clocks.png
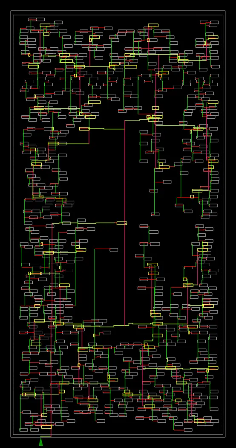
wires.png
Scale: 1.5 px per um.
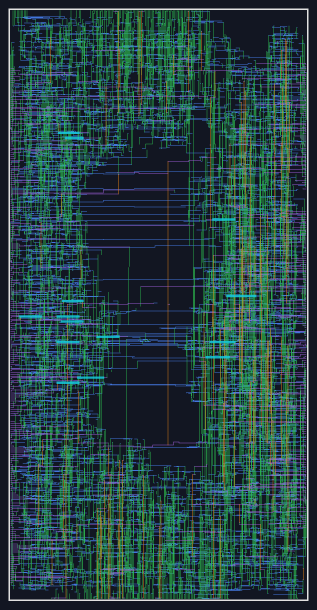
clk_routes.png
Scale: 1 px per um.
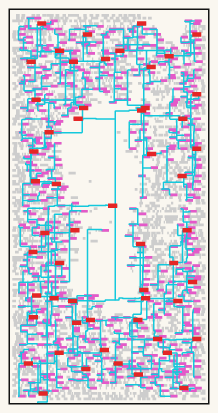
power_grid.png
Scale: 1 px per um. Pins as bars on the die edge.
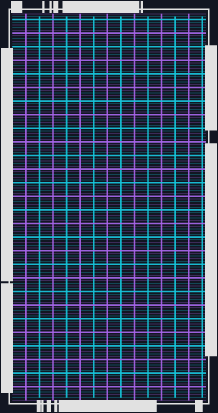
===== config.mk =====
export PLATFORM = sky130hd
export DESIGN_NAME = exec_lane_sequencer_flat
export DESIGN_NICKNAME = d
export VERILOG_FILES = /design/src/rtl/exec_lane_sequencer_if.sv /design/src/rtl/exec_lane_sequencer.sv /design/src/flat_wrapper.sv
export SDC_FILE = /design/constraint.sdc
export NUM_CORES = 1
export LEC_CHECK = 0
export CAP_MARGIN = 20
export CORE_AREA = 2 2 196 391
export DETAILED_ROUTE_END_ITERATION = 8
export DIE_AREA = 0 0 198 393
export REMOVE_ABC_BUFFERS = 1
export SYNTH_ARGS = -nofsm -noshare
export SYNTH_HDL_FRONTEND = slang
export SYNTH_SLANG_ARGS = --single-unit

===== constraint.sdc =====
create_clock -name clk -period 4.5 [get_ports clk]
set_input_delay 0.9 -clock clk [delete_from_list [all_inputs] [get_ports clk]]
set_output_delay 0.9 -clock clk [all_outputs]
set_load 0.01 [all_outputs]

===== src/rtl/exec_lane_sequencer_if.sv =====
// Operation handshake bundle for exec_lane_sequencer.
//   in_valid / in_ready : upstream offers an operation (exc, op_a, op_b, imm)
//   out_valid / out_ready : downstream takes the assembled vector result
// master = upstream/downstream environment, slave = the sequencer.
interface exec_lane_sequencer_if #(
  parameter int LANES  = 8,
  parameter int LANE_W = 24
);
  logic                      in_valid;
  logic                      in_ready;
  logic [4:0]                exc;
  logic [LANES*LANE_W-1:0]   op_a;
  logic [LANES*LANE_W-1:0]   op_b;
  logic [20:0]               imm;
  logic                      out_valid;
  logic                      out_ready;
  logic [LANES*LANE_W-1:0]   result;

  modport master (
    output in_valid, exc, op_a, op_b, imm, out_ready,
    input  in_ready, out_valid, result
  );

  modport slave (
    input  in_valid, exc, op_a, op_b, imm, out_ready,
    output in_ready, out_valid, result
  );
endinterface


===== src/rtl/exec_lane_sequencer.sv =====
// Serialises one vector operation across a single shared lane ALU, one lane
// per cycle, and assembles the per-lane results into a vector.
//   clk, rst  : clock, synchronous active-high reset
//   flush     : abort the in-flight operation, back to IDLE
//   bus       : operation in / result out handshakes (slave side)
//   lane_a/b  : operands presented to the external lane ALU (0 outside RUN)
//   lane_op   : ALU operation code (0 outside RUN)
//   lane_res  : combinational ALU result for the current lane
//   busy      : state is not IDLE
module exec_lane_sequencer #(
  parameter int LANES  = 8,
  parameter int LANE_W = 24
) (
  input  logic                 clk,
  input  logic                 rst,
  input  logic                 flush,
  exec_lane_sequencer_if.slave bus,
  output logic [LANE_W-1:0]    lane_a,
  output logic [LANE_W-1:0]    lane_b,
  output logic [2:0]           lane_op,
  input  logic [LANE_W-1:0]    lane_res,
  output logic                 busy
);
  localparam int VEC_W = LANES * LANE_W;
  localparam int IMM_W = 21;
  localparam int IDX_W = (LANES > 1) ? $clog2(LANES) : 1;

  typedef enum logic [1:0] {IDLE, RUN, DONE} state_t;

  state_t             state_q, state_d;
  logic [IDX_W-1:0]   lane_idx_q, lane_idx_d;
  logic [VEC_W-1:0]   a_q, b_q, result_q;
  logic [IMM_W-1:0]   imm_q;
  logic [2:0]         op_q;
  logic               imm_sel_q;
  logic               accept;
  logic               last_lane;

  assign accept    = (state_q == IDLE) && bus.in_valid && !flush;
  assign last_lane = (lane_idx_q == IDX_W'(LANES - 1));

  // State register plus datapath registers.
  always_ff @(posedge clk) begin
    if (rst) begin
      state_q    <= IDLE;
      lane_idx_q <= '0;
      a_q        <= '0;
      b_q        <= '0;
      imm_q      <= '0;
      op_q       <= '0;
      imm_sel_q  <= 1'b0;
      result_q   <= '0;
    end else begin
      state_q    <= state_d;
      lane_idx_q <= lane_idx_d;
      if (accept) begin
        a_q       <= bus.op_a;
        b_q       <= bus.op_b;
        imm_q     <= bus.imm;
        op_q      <= bus.exc[4] ? 3'b111 : bus.exc[3:1];
        imm_sel_q <= bus.exc[0];
      end
      // A flush on a RUN edge drops that lane; earlier lanes stay written.
      if (state_q == RUN && !flush)
        result_q[lane_idx_q*LANE_W +: LANE_W] <= lane_res;
    end
  end

  // Next-state logic.
  always_comb begin
    state_d    = state_q;
    lane_idx_d = lane_idx_q;
    if (flush) begin
      state_d    = IDLE;
      lane_idx_d = '0;
    end else begin
      unique case (state_q)
        IDLE: if (accept) begin
          state_d    = RUN;
          lane_idx_d = '0;
        end
        RUN: begin
          if (last_lane) begin
            state_d    = DONE;
            lane_idx_d = '0;
          end else begin
            lane_idx_d = lane_idx_q + 1'b1;
          end
        end
        DONE: if (bus.out_ready) state_d = IDLE;
        default: begin
          state_d    = IDLE;
          lane_idx_d = '0;
        end
      endcase
    end
  end

  // Outputs.
  always_comb begin
    lane_a        = '0;
    lane_b        = '0;
    lane_op       = '0;
    bus.in_ready  = (state_q == IDLE) && !flush;
    bus.out_valid = (state_q == DONE);
    busy          = (state_q != IDLE);
    if (state_q == RUN) begin
      lane_a  = a_q[lane_idx_q*LANE_W +: LANE_W];
      lane_b  = imm_sel_q ? {{(LANE_W-IMM_W){1'b0}}, imm_q}
                          : b_q[lane_idx_q*LANE_W +: LANE_W];
      lane_op = op_q;
    end
  end

  assign bus.result = result_q;
endmodule

===== src/flat_wrapper.sv =====
// flat-port wrapper written by rule: the top's interface ports become plain ports
module exec_lane_sequencer_flat 
#(
  parameter int LANES  = 8,
  parameter int LANE_W = 24
)
  (clk, rst, flush, lane_a, lane_b, lane_op, lane_res, busy, bus_in_valid, bus_exc, bus_op_a, bus_op_b, bus_imm, bus_out_ready, bus_in_ready, bus_out_valid, bus_result);
  exec_lane_sequencer_if #(.LANES(LANES), .LANE_W(LANE_W)) bus_i ();
  input  logic clk;
  input  logic rst;
  input  logic flush;
  output logic [LANE_W-1:0] lane_a;
  output logic [LANE_W-1:0] lane_b;
  output logic [2:0] lane_op;
  input  logic [LANE_W-1:0] lane_res;
  output logic busy;
  input wire logic [$bits(bus_i.in_valid)-1:0] bus_in_valid;
  input wire logic [$bits(bus_i.exc)-1:0] bus_exc;
  input wire logic [$bits(bus_i.op_a)-1:0] bus_op_a;
  input wire logic [$bits(bus_i.op_b)-1:0] bus_op_b;
  input wire logic [$bits(bus_i.imm)-1:0] bus_imm;
  input wire logic [$bits(bus_i.out_ready)-1:0] bus_out_ready;
  output wire logic [$bits(bus_i.in_ready)-1:0] bus_in_ready;
  output wire logic [$bits(bus_i.out_valid)-1:0] bus_out_valid;
  output wire logic [$bits(bus_i.result)-1:0] bus_result;
  assign bus_i.in_valid = bus_in_valid;
  assign bus_i.exc = bus_exc;
  assign bus_i.op_a = bus_op_a;
  assign bus_i.op_b = bus_op_b;
  assign bus_i.imm = bus_imm;
  assign bus_i.out_ready = bus_out_ready;
  assign bus_in_ready = bus_i.in_ready;
  assign bus_out_valid = bus_i.out_valid;
  assign bus_result = bus_i.result;
  exec_lane_sequencer #(.LANES(LANES), .LANE_W(LANE_W)) u_core (.clk(clk), .rst(rst), .flush(flush), .bus(bus_i), .lane_a(lane_a), .lane_b(lane_b), .lane_op(lane_op), .lane_res(lane_res), .busy(busy));
endmodule

==> summary.txt <==
yosys + openroad results -> aggregate global routing overflow=0, area of the mapped netlist=between 20000 and 30000 sq um, maximum number of pins on one net before global-route repair=154, core occupancy in the finished layout=roughly 48%, instance tally after logic synthesis=just over 3000, final critical path time including I/O delays and setup=between 4 and 5 ns, cell count of the worst reg-to-reg path=12, H-tree Lvls=2, worst IR drop on VDD=0.269 mV, number of maximum-capacitance constraint violations=0, final-report setup violation count=0, tool warning count=a little over 40, Setup Skew=about 0.017 ns, cell types occupying the most area after synthesis=dfxtp_1 (47%), nand2_1 (12%), a21oi_1 (8.8%), die span in y=393 um, status=completed, non-filler cells, final=between 4000 and 5000, fraction of post-synthesis cell area in the top cell type by area=a little under half, routability-driven placement congestion ratio=~1.0, share of the yosys chip area belonging to registers=a little under half, static leakage=between 10 and 15 nW, top logic cell by instance count in the layout=nand2_1, Final Cycle Share=between 90% and 100%, fraction of final layout cells sized beyond drive strength 1=8.77%, kind of path behind the tightest hold check=register to register, achievable frequency=around 0.23 GHz, die boundary width=about 200 um, die area=77800 sq um, final-layout worst hold slack=between 0.4 and 0.5 ns, Max Buffers Root-to-Sink=3, count of flip-flops with a built-in enable after synthesis=0, drt first pass iters=6, post-synthesis cell count from yosys=around 3100, I/O pin count=slightly below 700, yosys xor share=less than 1%, CTS buffer count=between 50 and 60, Area growth, synth to finish=37.8%, cell at the root of the clock tree=clkbuf_16, cell area power density=approximately 330 nW/um^2, Mux cell area share=~14%, clock-pin transition on the worst setup and hold timing paths=around 0.070 ns, dominant kind of combinational cell=simple AND/OR/NAND/NOR gates, Async S/R FF share, synth=0%, max-slew violation total from the final report=0
## Picture notes: clocks.png
later-pin clock latency in the skew report: 0.62 ns
TritonCTS Sinks: 606
CLK BUF: 78
power in the clock group: 0.00494 W
flip-flop and latch count: 606

## Picture notes: wires.png
Purple stands for metal 3, wire length 7720 um. Orange stands for metal 4, wire length 5130 um. Green stands for metal 2, wire length 51.1 mm. Blue stands for metal 1, wire length 35.9 mm. Cyan stands for metal 5, wire length 199 um.
wire length reported by the detailed router: 100000 um
combined global-route utilization of all metal layers: 25.1%
Vias: 24000
routed len/inst: 21.3 um

## Picture notes: clk_routes.png
Cyan stands for clock wires, length 8080 um. Red stands for clock drivers, count 55. Magenta stands for flip-flops, count 606.
There are 56 routed clock nets.

## Picture notes: power_grid.png
Cyan stands for VDD. Purple stands for VSS.
The core has 142 rows. 143 met1 rails follow the rows.

## Yosys cell counts, types with 14 or more instances
library cell / count
nor2b_1: 26
buf_1: 16
o2bb2ai_1: 33
a22oi_1: 33
a21oi_1: 457
inv_1: 14
a211oi_1: 16
a22o_1: 17
clkbuf_1: 199
nand2b_1: 16
nor2_1: 291
mux4_2: 96
nor3_1: 86
dfxtp_1: 606
nand2_1: 850
mux2_2: 24
mux2i_1: 121
buf_2: 20
## kinds of logic after synthesis
kind of cell             count (synthesis)
buffers and inverters                  254
AND/OR/NAND/NOR                       1325
AND-OR/OR-AND                          618
adder cells (fa/ha/maj)                  8
XOR/XNOR                                 7
flip-flops                             606
multiplexers                           241
## worst max-delay path: stages (launching register included)
cell and delay [ns]:
dfxtp_4 0.53, buf_4 0.58, buf_4 0.55, mux2i_1 0.15, nor2_1 0.18, a21oi_1 0.06
nor2_1 0.10, clkdlybuf4s50_1 0.57
## report_power, final
part | internal [W] | switching, W
combinational | 0.000597 | 0.000575
clock | 0.00273 | 0.00221
sequential | 0.00554 | 0.0000944
total | 0.00887 | 0.00287
## per-stage QoR
stage	setup WS [ns]	power [W]	TNS, ns	instance area, sq um
finish	0.195	0.0117	0	35800
global placement	0.511	0.00691	0	33900
floorplan	-5.26	0.00624	-2633.00	25100
detailed placement	0.485	0.00692	0	33900
global route	0.0403	0.0122	0	35800
CTS	0.151	0.0119	0	35800
## metal layers
| metal | up-vias | track usage, % | wire (um) |
|---|---|---|---|
| met5 | - | 0 | 198 |
| met4 | 28 | 13.5 | 5130 |
| met3 | 248 | 6.54 | 7720 |
| met2 | 950 | 45.0 | 51100 |
| met1 | 11200 | 26.6 | 35900 |
| li1 | 11600 | - | - |
## path summary, 6_finish.rpt
path                                           start                     to  slack [ns]
worst min-delay path                  u_core.a_q[71]         u_core.a_q[71]        0.45
worst max-delay path            u_core.lane_idx_q[2]              lane_b[8]        0.20
worst min register to register        u_core.a_q[71]         u_core.a_q[71]        0.45
worst max register to register  u_core.lane_idx_q[1]  u_core.bus.result[11]        0.61
## area by class of cell
class / instances / area [sq um] / area share (%)
Antenna cell: 21 / 52.6 / 0.147
Sequential cell: 606 / 12100 / 33.9
Timing Repair Buffer: 749 / 7540 / 21.0
Tap cell: 1008 / 1260 / 3.52
Inverter: 15 / 56.3 / 0.157
Clock buffer: 78 / 1610 / 4.48
Multi-Input combinational cell: 2199 / 12900 / 36.0
Clock inverter: 23 / 262 / 0.730
## flip-flops by register name (all words and copies together), names as in the netlist
signal / flops
u_core.a_q: 192
u_core.b_q: 192
u_core.bus.result: 192
u_core.imm_q: 21
u_core.imm_sel_q: 1
u_core.lane_idx_q: 3
u_core.op_q: 3
u_core.state_q: 2
Power and IR drop assume default switching activity.
